Fig. 1: run 1, signal wires on met1
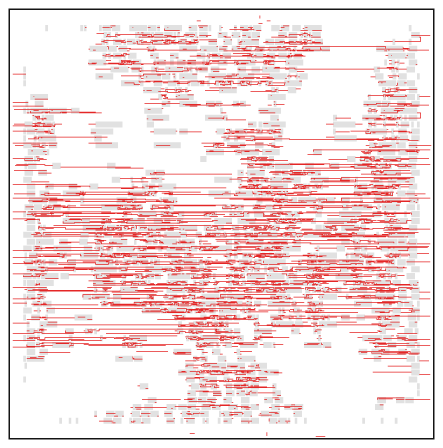
Fig. 2: run 1, met2 routing
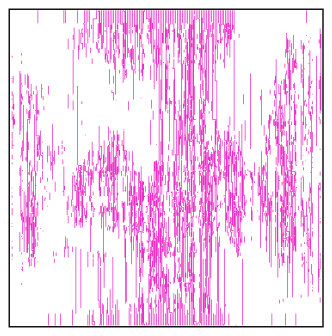
Fig. 3: run 1, the metal 3 layer
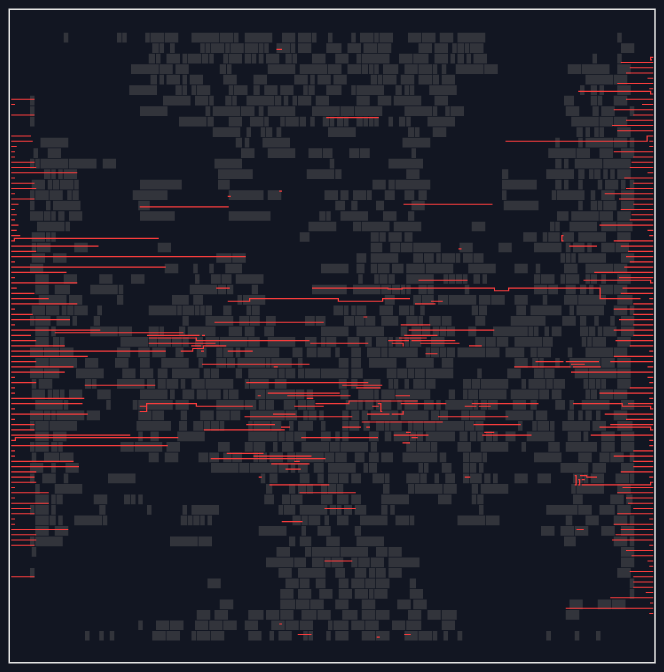
==> src/rtl/fetch_pc_unit.sv <==
// Fetch-stage PC generator and IF/ID pipeline register with a boot hold-off FSM.
// Optional performance counters are built when FETCH_PERF_CNT_EN is defined.
module fetch_pc_unit #(
    parameter int          INDEX_WIDTH = 12,
    parameter logic [31:0] RESET_PC    = 32'h0000_0000,
    parameter int          BOOT_CYCLES = 2
) (
    input  logic                          clk_i,
    input  logic                          rst_i,
    input  logic                          stall_i,
    input  logic [1:0]                    IF_PCnext_sel_i,
    input  logic                          IF_flush_i,
    input  logic                          IF_btb_hit_i,
    input  logic [31:0]                   IF_btb_rd_target_i,
    input  logic [31:0]                   EXMEM_PCplus4_i,
    input  logic [31:0]                   EXMEM_br_target_i,
    input  logic [31:0]                   imem_rdata_i,
    output logic [31:0]                   IF_PC_o,
    output logic [INDEX_WIDTH-1:0]        IF_btb_rd_index_o,
    output logic [32-INDEX_WIDTH-2-1:0]   IF_PC_tag_o,
    output logic                          ID_valid_o,
    output logic [31:0]                   ID_PC_o,
    output logic [31:0]                   ID_instr_o,
    output logic                          ID_btb_hit_o,
    output logic [31:0]                   ID_pred_target_o,
    output logic [31:0]                   fetch_cnt_o,
    output logic [31:0]                   flush_cnt_o
);

    localparam logic [31:0] NOP     = 32'h0000_0013;
    localparam int          CNT_W   = (BOOT_CYCLES > 1) ? $clog2(BOOT_CYCLES + 1) : 1;
    localparam logic [CNT_W-1:0] BOOT_LOAD = CNT_W'(BOOT_CYCLES);

    typedef enum logic {BOOT, RUN} state_t;

    state_t           state, state_next;
    logic [CNT_W-1:0] boot_cnt, boot_cnt_next;
    logic             do_flush, do_fetch;
    logic [31:0]      pc_plus4, pc_next;

    // NOTE: sequential state uses non-blocking assignments so every register
    // samples the pre-edge values regardless of process ordering.
    always_ff @(posedge clk_i) begin
        if (!rst_i) begin
            state    <= BOOT;
            boot_cnt <= BOOT_LOAD;
        end else begin
            state    <= state_next;
            boot_cnt <= boot_cnt_next;
        end
    end

    // NOTE: every comb output gets a default first so no latch is inferred.
    always_comb begin
        state_next    = state;
        boot_cnt_next = boot_cnt;
        case (state)
            BOOT: begin
                if (boot_cnt <= CNT_W'(1)) state_next = RUN;
                else                       boot_cnt_next = boot_cnt - CNT_W'(1);
            end
            RUN:     state_next = RUN;
            default: state_next = BOOT;
        endcase
    end

    always_comb begin
        do_flush = (state == RUN) && IF_flush_i;
        do_fetch = (state == RUN) && !IF_flush_i && !stall_i;
    end

    assign pc_plus4 = IF_PC_o + 32'd4;

    always_comb begin
        case (IF_PCnext_sel_i)
            2'b00:   pc_next = pc_plus4;
            2'b01:   pc_next = EXMEM_PCplus4_i;
            2'b10:   pc_next = IF_btb_rd_target_i;
            default: pc_next = EXMEM_br_target_i;
        endcase
    end

    always_ff @(posedge clk_i) begin
        if (!rst_i) begin
            IF_PC_o          <= RESET_PC;
            ID_valid_o       <= 1'b0;
            ID_PC_o          <= 32'd0;
            ID_instr_o       <= NOP;
            ID_btb_hit_o     <= 1'b0;
            ID_pred_target_o <= 32'd0;
        end else if (do_flush) begin
            // ID_PC_o deliberately keeps its value across the bubble.
            IF_PC_o          <= pc_next;
            ID_valid_o       <= 1'b0;
            ID_instr_o       <= NOP;
            ID_btb_hit_o     <= 1'b0;
            ID_pred_target_o <= 32'd0;
        end else if (do_fetch) begin
            IF_PC_o          <= pc_next;
            ID_valid_o       <= 1'b1;
            ID_PC_o          <= IF_PC_o;
            ID_instr_o       <= imem_rdata_i;
            ID_btb_hit_o     <= IF_btb_hit_i;
            ID_pred_target_o <= (IF_PCnext_sel_i == 2'b10) ? IF_btb_rd_target_i : pc_plus4;
        end
    end

    assign IF_btb_rd_index_o = IF_PC_o[INDEX_WIDTH+1:2];
    assign IF_PC_tag_o       = IF_PC_o[31:INDEX_WIDTH+2];

`ifdef FETCH_PERF_CNT_EN
    always_ff @(posedge clk_i) begin
        if (!rst_i) begin
            fetch_cnt_o <= 32'd0;
            flush_cnt_o <= 32'd0;
        end else begin
            if (do_fetch && (fetch_cnt_o != 32'hFFFF_FFFF)) fetch_cnt_o <= fetch_cnt_o + 32'd1;
            if (do_flush && (flush_cnt_o != 32'hFFFF_FFFF)) flush_cnt_o <= flush_cnt_o + 32'd1;
        end
    end
`else
    assign fetch_cnt_o = 32'd0;
    assign flush_cnt_o = 32'd0;
`endif

endmodule

==> config.mk <==
export PLATFORM = sky130hd
export DESIGN_NAME = fetch_pc_unit
export DESIGN_NICKNAME = d
export VERILOG_FILES = /design/src/rtl/fetch_pc_unit.sv
export SDC_FILE = /design/constraint.sdc
export NUM_CORES = 1
export LEC_CHECK = 0
export CORE_AREA = 5 5 162 164
export CTS_CLUSTER_DIAMETER = 60
export DETAILED_ROUTE_END_ITERATION = 16
export DIE_AREA = 0 0 167 169
export GPL_ROUTABILITY_DRIVEN = 0
export PLACE_DENSITY = 0.75
export SYNTH_ARGS = -nofsm -noshare
export SYNTH_HDL_FRONTEND = slang
export SYNTH_SLANG_ARGS = --single-unit
==> constraint.sdc <==
create_clock -name clk_i -period 2 [get_ports clk_i]
set_input_delay 0.2 -clock clk_i [delete_from_list [all_inputs] [get_ports clk_i]]
set_output_delay 0.2 -clock clk_i [all_outputs]
set_load 0.005 [all_outputs]
==> results.json, run 1 <==
{
  "cts_sinks": 133,
  "io_buffers": 294,
  "ant_nets": 0,
  "hold_buffers": 0,
  "cts_inserted_buffers": 17,
  "synthDistinctLibCells": 57,
  "cts_tree": "yes",
  "endpoint_kind": "register",
  "synth-compound-area-share_pct": 19.6,
  "antennaDiodeCount": 0,
  "layout.nets": 1335,
  "grt_pass1_wl_um": 43400,
  "die_y_um": 169,
  "grt_max_degree": 52,
  "mostFrequentLayoutCell": "clkdlybuf4s50_1",
  "dpl.hpwl_um": 22400,
  "tool_warnings": 27,
  "slew_viol_final": 0,
  "finalHoldViolations": 0,
  "ys_seq_share_pct": 36.8,
  "synth_area_um2": 7230,
  "clock.fmax_mhz": 513,
  "ys_sh_simple_pct": 18.2,
  "cts_root_buffer": "clkbuf_16",
  "postSynthCellCount": 901,
  "cp_max_fo": 5,
  "hold_ws_ns": 0.329,
  "met1_usage_pct": 23.4,
  "overflow": 0,
  "drive_above_1_share_pct": 13.8,
  "dr_wl_met3_um": 2640,
  "clock_skew_ns": 0.0123,
  "slew_headroom_pct": 58.8,
  "layout_top_cells": "clkdlybuf4s50_1 (292), nand2_1 (173), dfxtp_1 (132), a21oi_1 (92), buf_4 (81)",
  "ys_cells": 901,
  "ff_type": "dfxtp_1",
  "power_w": 0.00912,
  "syn_area_per_cell_um2": 8.03,
  "top_logic_kind": "AND-OR/OR-AND gates",
  "slowest_stage": "mux4_2",
  "wl_per_cell_um": 19.0,
  "wl_met1_um": 11600,
  "rsz0062_at_grt": "true",
  "antenna_found_initial": 0,
  "p_leak_nw": 4.15,
  "vias_per_cell": 4.95,
  "tightest_slew_ns": 0.616,
  "core_um2": 24700,
  "fillers": 2404,
  "outcome": "finished, final reports clean",
  "powerDensity_nw_per_um2": 817,
  "clk_latency_ns": 0.42,
  "drt_iter0_markers": 595,
  "io_pins": 359,
  "clock_path_buffers": 2,
  "ir_worst_vdd_mv": 0.480,
  "ys_sh_adder_pct": 0.346,
  "yosys_warnings": 0,
  "maxCapViolCount": 0,
  "fp_util_pct": 29.2,
  "fin_crit_ns": 1.95,
  "cpPeakStageDelay_ns": 0.48,
  "mux_area_share_pct": 7.11,
  "ys_chip_area_um2": 7230,
  "die_area_um2": 28200,
  "path_class": "reg2reg",
  "area_delta_synth_final_pct": 54.4,
  "path_cells": "and4_1 > nor2b_2 > inv_1 > mux4_2 > o221a_2",
  "grt_pass1_vias": 7495,
  "yosys_register_bits": 133,
  "track_usage_pct": 19.7,
  "htree_levels": 4,
  "worstPathRequired_ns": 2.30,
  "crit_arrival_ns": 2.25,
  "hold_path.class": "in2reg",
  "die_x_um": 167,
  "xor_area_share_pct": 3.39,
  "grt.busiest_layer": "met2",
  "drc": 0,
  "setup_viol": 0,
  "clk_pin_slew_worst_paths_ns": 0.06,
  "rows": 58,
  "top_layer": "met4",
  "met2_length_um": 14500
}
About Fig. 1:
The longest straight run is 58.4 um. The layer holds 40% of the routed length.

About Fig. 2:
The layer carries 14500 um of wire. The longest straight run is 71.2 um. The wires run mostly vertical. 1153 nets have wire on it.
via count: 7628
met2 Use GR: 34.7%
WL final: 29300 um

About Fig. 3:
The layer holds 9.0% of the routed length. The longest straight run is 60.5 um. 261 nets have wire on it. The layer carries 2640 um of wire.
met3 Use GR: 5.63%

==> run 1: cell usage after synthesis (5+ instances only) <==
cell	number	area share, %
nand2_1	175	9.1
dfxtp_1	133	37
buf_4	94	9.8
a21oi_1	92	6.4
nor2_1	48	2.5
clkbuf_1	43	2.2
o21ai_0	34	2.4
o22ai_1	28	2.4
buf_2	22	1.5
mux2_2	21	3.3
nand3_1	17	1.2
a22oi_1	16	1.7
xnor2_1	16	1.9
mux2i_1	15	2.1
and3_1	12	1.0
xor2_1	12	1.5
inv_1	10	0.52
nand4_1	8	0.69
a221o_1	7	0.97
o31a_1	7	0.85
a32oi_1	6	0.73
and4_1	6	0.73
a211oi_1	5	0.52
a311oi_1	5	0.61
mux4_2	5	1.6
nor3_1	5	0.35
nor4_2	5	0.87
==> run 1: area by class of cell <==
type	instances	area, um^2	share of cell area [%]
Clock buffer	23	468	4.19
Clock inverter	8	101	0.908
Sequential cell	133	2660	23.9
Tap cell	330	413	3.70
Timing Repair Buffer	380	3640	32.6
Inverter	11	41.3	0.370
Multi-Input combinational cell	655	3840	34.4
==> run 1: stage by stage <==
step / setup TNS (ns) / cell area, um^2 / util (%) / setup slack [ns] / instances
finish: 0 / 11200 / 45.1 / 0.0510 / 1540
detailed placement: 0 / 10500 / 42.6 / 0.0316 / 1507
CTS: 0 / 11100 / 44.9 / 0.0280 / 1538
floorplan: 0 / 7470 / - / 0.0982 / 964
global route: -0.0278 / 11200 / 45.1 / -0.0225 / 1540
global placement: 0 / 10500 / 42.6 / 0.0624 / 1507
==> run 1: critical path, delay by kind of cell, from the launching register on <==
kind / cells / cell delay (ns)
flops: 1 / 0.36
compound gates: 1 / 0.28
buf+inv: 1 / 0.07
mux: 1 / 0.48
simple gates: 2 / 0.64
==> run 1: worst paths after layout <==
check	slack, ns	startpoint	end	depth (start not counted)
max	0.05	IF_PC_o[5]$_SDFFE_PN0P_	IF_PC_o[9]$_SDFFE_PN0P_	5
min	0.33	imem_rdata_i[23]	ID_instr_o[23]$_SDFFE_PP0P_	3
max reg2reg	0.05	IF_PC_o[5]$_SDFFE_PN0P_	IF_PC_o[9]$_SDFFE_PN0P_	5
min reg2reg	0.45	ID_PC_o[31]$_SDFFE_PN0P_	ID_PC_o[31]$_SDFFE_PN0P_	2
==> run 1: kinds of logic after synthesis <==
| group | after synthesis |
|---|---|
| AND/OR/NAND/NOR | 292 |
| flip-flops | 133 |
| XOR/XNOR | 28 |
| AND-OR/OR-AND | 227 |
| adder cells (fa/ha/maj) | 2 |
| multiplexers | 42 |
| other | 1 |
| buffers and inverters | 176 |
==> run 1: registers in the layout, indices dropped and copies added, names as in the netlist <==
register / cells
ID_PC_o: 32
ID_instr_o: 32
ID_pred_target_o: 32
IF_PC_o: 32
boot_cnt: 2
ID_btb_hit_o: 1
ID_valid_o: 1
state: 1
==> run 1: power by group <==
group / internal (W) / total (W) / switching, W
combinational: 0.00150 / 0.00290 / 0.00140
sequential: 0.00290 / 0.00311 / 0.000210
clock: 0.00190 / 0.00312 / 0.00122
total: 0.00630 / 0.00912 / 0.00283
==> run 1: timing repair <==
item	in CTS	in global routing
gates resized	2	7
buffers inserted	0	2
pin swaps	0	2
endpoints found under the setup margin	2	17
==> run 2, diff against run 1 <==
--- a/config.mk
+++ b/config.mk
@@ -14,3 +14,4 @@
 export SYNTH_ARGS = -nofsm -noshare
 export SYNTH_HDL_FRONTEND = slang
 export SYNTH_SLANG_ARGS = --single-unit
+export TNS_END_PERCENT = 50
==> constraint.sdc (replaced) <==
create_clock -name clk_i -period 2 [get_ports clk_i]
set_input_delay 0.4 -clock clk_i [delete_from_list [all_inputs] [get_ports clk_i]]
set_output_delay 0.4 -clock clk_i [all_outputs]
set_load 0.005 [all_outputs]
Fig. 4: run 2, routing congestion
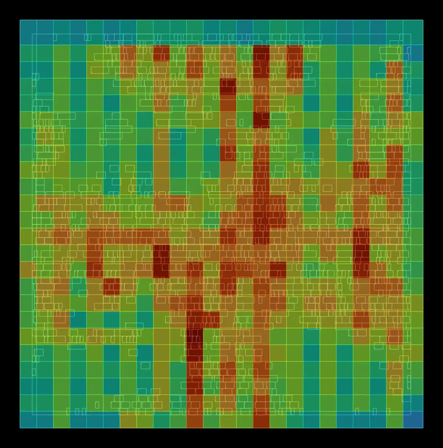
total track usage: 20.0%
WL/cell: 19.3 um

Fig. 5: run 2, met2 routing
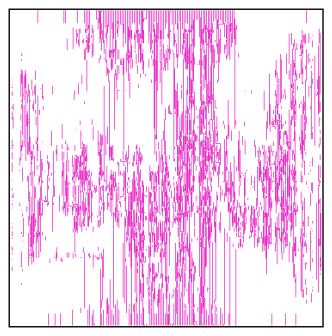
The wires run mostly vertical. 1158 nets have wire on it. The layer holds 50% of the routed length. The layer carries 14900 um of wire.

==> run 2 against run 1 <==
Synthesized cell count is the same. Global-route usage rose by 0.33 points. Die size unchanged. Register-to-register slack improved by 0.05 ns. Non-clock buffer count increased by 2. Worst hold slack better by 0.12 ns. Critical path depth is 3 lower. Total power up 0.83%.
==> results.json, run 2 <==
{
  "drive_above_1_share_pct": 14.3,
  "regToRegStartpoint": "IF_PC_o[12]$_SDFFE_PN0P_",
  "dr_wl_met3_um": 2480,
  "wl_met1_um": 11700,
  "hold_ws_ns": 0.453,
  "ys_sh_adder_pct": 0.346,
  "endpoint_kind": "output pin",
  "cts_inserted_buffers": 17,
  "die_area_um2": 28200,
  "rr_worst_depth": 5,
  "drt_iter0_markers": 615,
  "finalHoldViolations": 0,
  "vias_per_cell": 4.99,
  "clock.fmax_mhz": 516,
  "ant_nets": 0,
  "synth-compound-area-share_pct": 19.6,
  "met2_length_um": 14900,
  "top_logic_kind": "AND-OR/OR-AND gates",
  "fin_crit_ns": 1.94,
  "rows": 58,
  "overflow": 0,
  "p_leak_nw": 4.17,
  "clk_latency_ns": 0.42,
  "outcome": "finished, final reports clean",
  "cp_max_fo": 8,
  "cts_sinks": 133,
  "utilization_pct": 45.5,
  "layout.nets": 1337,
  "cp-startpoint": "IF_PC_o[12]$_SDFFE_PN0P_",
  "clk_pin_slew_worst_paths_ns": 0.06,
  "post-place-ws_ns": -0.0865,
  "min_to": "ID_instr_o[30]$_SDFFE_PP0P_",
  "syn_area_per_cell_um2": 8.03,
  "worst_slack_ns": 0.0603,
  "antenna_found_initial": 2,
  "core_um2": 24700,
  "placed_cells": 1510,
  "drc": 0,
  "postSynthCellCount": 901,
  "ys_seq_share_pct": 36.8,
  "hp-start": "ID_instr_o[30]$_SDFFE_PP0P_",
  "maxCapViolCount": 0,
  "xor_area_share_pct": 3.39,
  "fp_util_pct": 29.2,
  "tool_warnings": 26,
  "clock_path_buffers": 2,
  "worstPathRequired_ns": 1.60,
  "die_y_um": 169,
  "grt_pass1_vias": 7748
}
==> run 2: cell counts after synthesis <==
No cell type changed its count.
==> run 2: worst max path at each step <==
stage,slack (ns),cells past startpoint,end
6_report,0.06,2,IF_btb_rd_index_o[10]
5_1_grt,-0.002,5,IF_PC_o[18]$_SDFFE_PN0P_
4_1_cts,0.00003,6,IF_PC_o[26]$_SDFFE_PN0P_
3_5_place_dp,-0.09,7,IF_PC_o[12]$_SDFFE_PN0P_
3_3_place_gp,-0.02,7,IF_PC_o[12]$_SDFFE_PN0P_
2_1_floorplan,0.1,6,IF_PC_o[27]$_SDFFE_PN0P_
==> run 2: power breakdown <==
part           internal (W)  switching (W)  total, W  leakage, nW
Combinational       0.00157        0.00140   0.00297         2.82
Clock               0.00191        0.00120   0.00311        0.272
Sequential          0.00290       0.000227   0.00313         1.08
==> run 2: final cells by class <==
| class | instances | area, um^2 |
|---|---|---|
| diodes | 2 | 5.00 |
| clock buffers | 20 | 467 |
| clock inverters | 9 | 105 |
| fillers | 2395 | 13500 |
| inverters | 11 | 41.3 |
| multi-input cells | 655 | 3840 |
| flip-flops and latches | 133 | 2670 |
| well taps | 330 | 413 |
| repair buffers | 382 | 3720 |
==> run 2: kinds of logic (layout without fill, tap and decap cells) <==
| family | count (synthesis) | after routing |
|---|---|---|
| AND/OR/NAND/NOR | 292 | 292 |
| AND-OR/OR-AND | 227 | 227 |
| buffers and inverters | 176 | 422 |
| flip-flops | 133 | 133 |
| multiplexers | 42 | 42 |
| XOR/XNOR | 28 | 28 |
| adder cells (fa/ha/maj) | 2 | 2 |
| other | 1 | 66 |
==> run 2: critical path, stage by stage (launching register included) <==
cell,delay (ns)
dfxtp_1,0.38
buf_4,0.22
clkdlybuf4s50_1,0.52
==> run 2: routing by layer <==
metal	GRT usage, %	vias to the layer above
met2	35.2	378
met4	6.83	0
met5	0	-
met1	23.4	3684
met3	5.70	43
li1	-	3593
==> run 2: through the flow <==
| step | cell area [um^2] | setup TNS [ns] | power [W] |
|---|---|---|---|
| after floorplan | 7470 | 0 | 0.00457 |
| after global placement | 10600 | -0.0308 | 0.00608 |
| after detailed placement | 10600 | -0.576 | 0.00612 |
| after CTS | 11200 | 0 | 0.00926 |
| after global routing | 11300 | -0.00244 | 0.00965 |
| final | 11300 | 0 | 0.00920 |
==> run 2: repair_timing <==
action / CTS / global route
setup buffers: 0 / 1
gates resized: 3 / 11
gates cloned: 0 / 0
endpoints found under the setup margin: 4 / 23
endpoints found under the hold margin: 0 / 0
pin swaps: 0 / 2
==> run 3, diff against run 2 <==
--- a/config.mk
+++ b/config.mk
@@ -10,6 +10,7 @@
 export DETAILED_ROUTE_END_ITERATION = 16
 export DIE_AREA = 0 0 167 169
 export GPL_ROUTABILITY_DRIVEN = 0
+export HOLD_SLACK_MARGIN = 0.1
 export PLACE_DENSITY = 0.75
 export SYNTH_ARGS = -nofsm -noshare
 export SYNTH_HDL_FRONTEND = slang
Fig. 6: run 3, the metal 3 layer
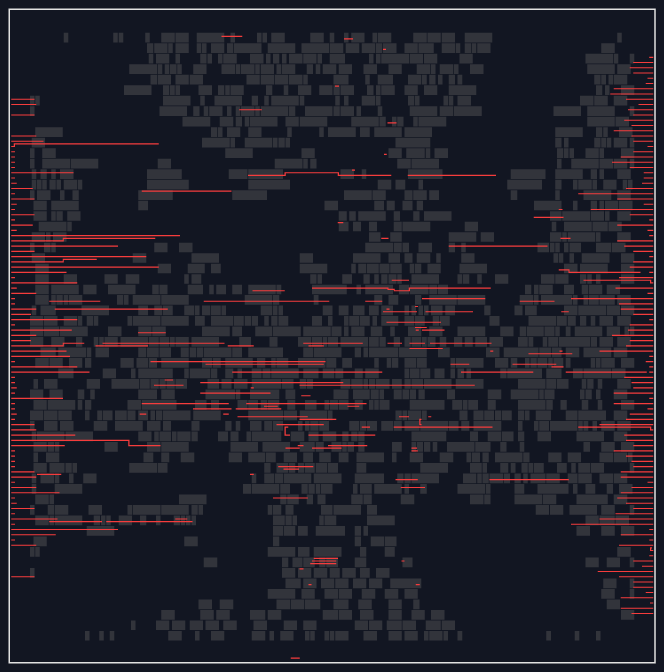
The layer holds 8.4% of the routed length. The layer carries 2480 um of wire.
met3 Use GR: 5.70%
via count: 7698
WL final: 29700 um

Fig. 7: run 3, signal wires on met1
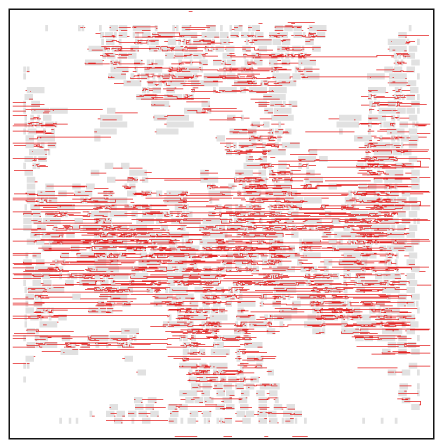
The layer carries 11700 um of wire. The layer holds 39% of the routed length. The wires run mostly horizontal. 1162 nets have wire on it.

==> run 3 against run 2 <==
Register-to-register slack about the same. Global-route usage did not move. Non-clock buffer count unchanged. Sequential power hardly changed. Sequential share of layout area stayed put. Critical path depth is the same. Die size unchanged. Clock power about the same. Worst setup slack is the same. Critical path type unchanged. Critical endpoint unchanged.
==> results.json, run 3 <==
{
  "path_cells": "buf_4 > clkdlybuf4s50_1",
  "wl_per_cell_um": 19.3,
  "grt_pass1_vias": 7748,
  "slowest_stage": "clkdlybuf4s50_1",
  "fin_crit_ns": 1.94,
  "grt_max_degree": 43,
  "area_delta_synth_final_pct": 55.7,
  "placed_cells": 1510,
  "p_sw_share_pct": 30.8,
  "slew_viol_final": 0,
  "setup_viol": 0,
  "outcome": "finished, final reports clean",
  "clk_latency_ns": 0.42,
  "flop_area_um2": 2670,
  "largest_area_cell": "dfxtp_1",
  "die_area_um2": 28200,
  "top_area_share_pct": 36.8,
  "ys_seq_share_pct": 36.8,
  "met2_length_um": 14900,
  "xor_area_share_pct": 3.39,
  "drc": 0,
  "die_y_um": 169,
  "cpPeakStageDelay_ns": 0.52,
  "wl_met1_um": 11700,
  "layout.nets": 1337,
  "rows": 58,
  "post-place-ws_ns": -0.0865,
  "worstPathRequired_ns": 1.60,
  "p_leak_nw": 4.17,
  "p_sw_w": 0.00283,
  "mostFrequentLayoutCell": "clkdlybuf4s50_1",
  "seqPwrFrac_pct": 34.0,
  "layout_top_cells": "clkdlybuf4s50_1 (292), nand2_1 (173), dfxtp_1 (130), a21oi_1 (92), buf_4 (78)",
  "clock_path_buffers": 2,
  "logic_area_um2": 3840,
  "fin_cells": 1542,
  "ys_sh_adder_pct": 0.346,
  "worst_slack_ns": 0.0603,
  "clock_skew_ns": 0.0129
}
## run 3: cell counts in the layout (fill, tap and decap cells not counted)
Identical to the previous run, type by type.
## run 3: kinds of logic (layout without fill, tap and decap cells)
kind of cell	count (synthesis)	in the layout
simple gates	292	292
flops	133	133
xor+xnor	28	28
fa+ha+maj	2	2
other cells	1	66
compound gates	227	227
mux	42	42
buf+inv	176	422
## run 3: critical path: cells and delay by family, from the launching register on
kind	cells	cell delay (ns)
buffers and inverters	2	0.74
flip-flops	1	0.38
## run 3: final cells by class
| cell class | count | share of cell area, % |
|---|---|---|
| Clock inverter | 9 | 0.934 |
| Timing Repair Buffer | 382 | 33.0 |
| Tap cell | 330 | 3.67 |
| Clock buffer | 20 | 4.15 |
| Antenna cell | 2 | 0.0445 |
| Sequential cell | 133 | 23.7 |
| Inverter | 11 | 0.367 |
| Multi-Input combinational cell | 655 | 34.1 |
## run 3: path summary, 6_finish.rpt
kind	from	to	slack, ns	depth (start not counted)
max	IF_PC_o[12]$_SDFFE_PN0P_	IF_btb_rd_index_o[10]	0.06	2
min	ID_instr_o[30]$_SDFFE_PP0P_	ID_instr_o[30]$_SDFFE_PP0P_	0.45	2
max reg2reg	IF_PC_o[12]$_SDFFE_PN0P_	IF_PC_o[27]$_SDFFE_PN0P_	0.10	5
min reg2reg	ID_instr_o[30]$_SDFFE_PP0P_	ID_instr_o[30]$_SDFFE_PP0P_	0.45	2
## run 3: timing repair
| action | CTS | global route |
|---|---|---|
| pin swaps | 0 | 2 |
| endpoints found under the setup margin | 4 | 23 |
| resized | 3 | 11 |
| hold buffers | 0 | 0 |
| endpoints found under the hold margin | 0 | 0 |
| setup buffers | 0 | 1 |
## run 3: power groups by stage
stage	clock network, W	logic [W]	registers, W
4_1_cts	0.00317	0.00297	0.00312
5_1_grt	0.00329	0.00320	0.00316
2_1_floorplan	0	0.00139	0.00318
3_3_place_gp	0	0.00291	0.00316
6_report	0.00311	0.00297	0.00313
3_5_place_dp	0	0.00295	0.00317
## run 3: through the flow
step	hold slack [ns]	power [W]	util (%)	instance area, um^2
4_1_cts	0.454	0.00926	45.3	11200
2_1_floorplan	0.432	0.00457	-	7470
6_report	0.453	0.00920	45.5	11300
3_3_place_gp	0.436	0.00608	42.9	10600
3_5_place_dp	0.446	0.00612	42.9	10600
5_1_grt	0.473	0.00965	45.5	11300
## run 3: layer usage
metal | global-route usage, % | vias to the layer above
met1 | 23.4 | 3684
met4 | 6.83 | 0
met3 | 5.70 | 43
met2 | 35.2 | 378
met5 | 0 | -
li1 | - | 3593
Power is estimated from default activity; no workload was simulated.
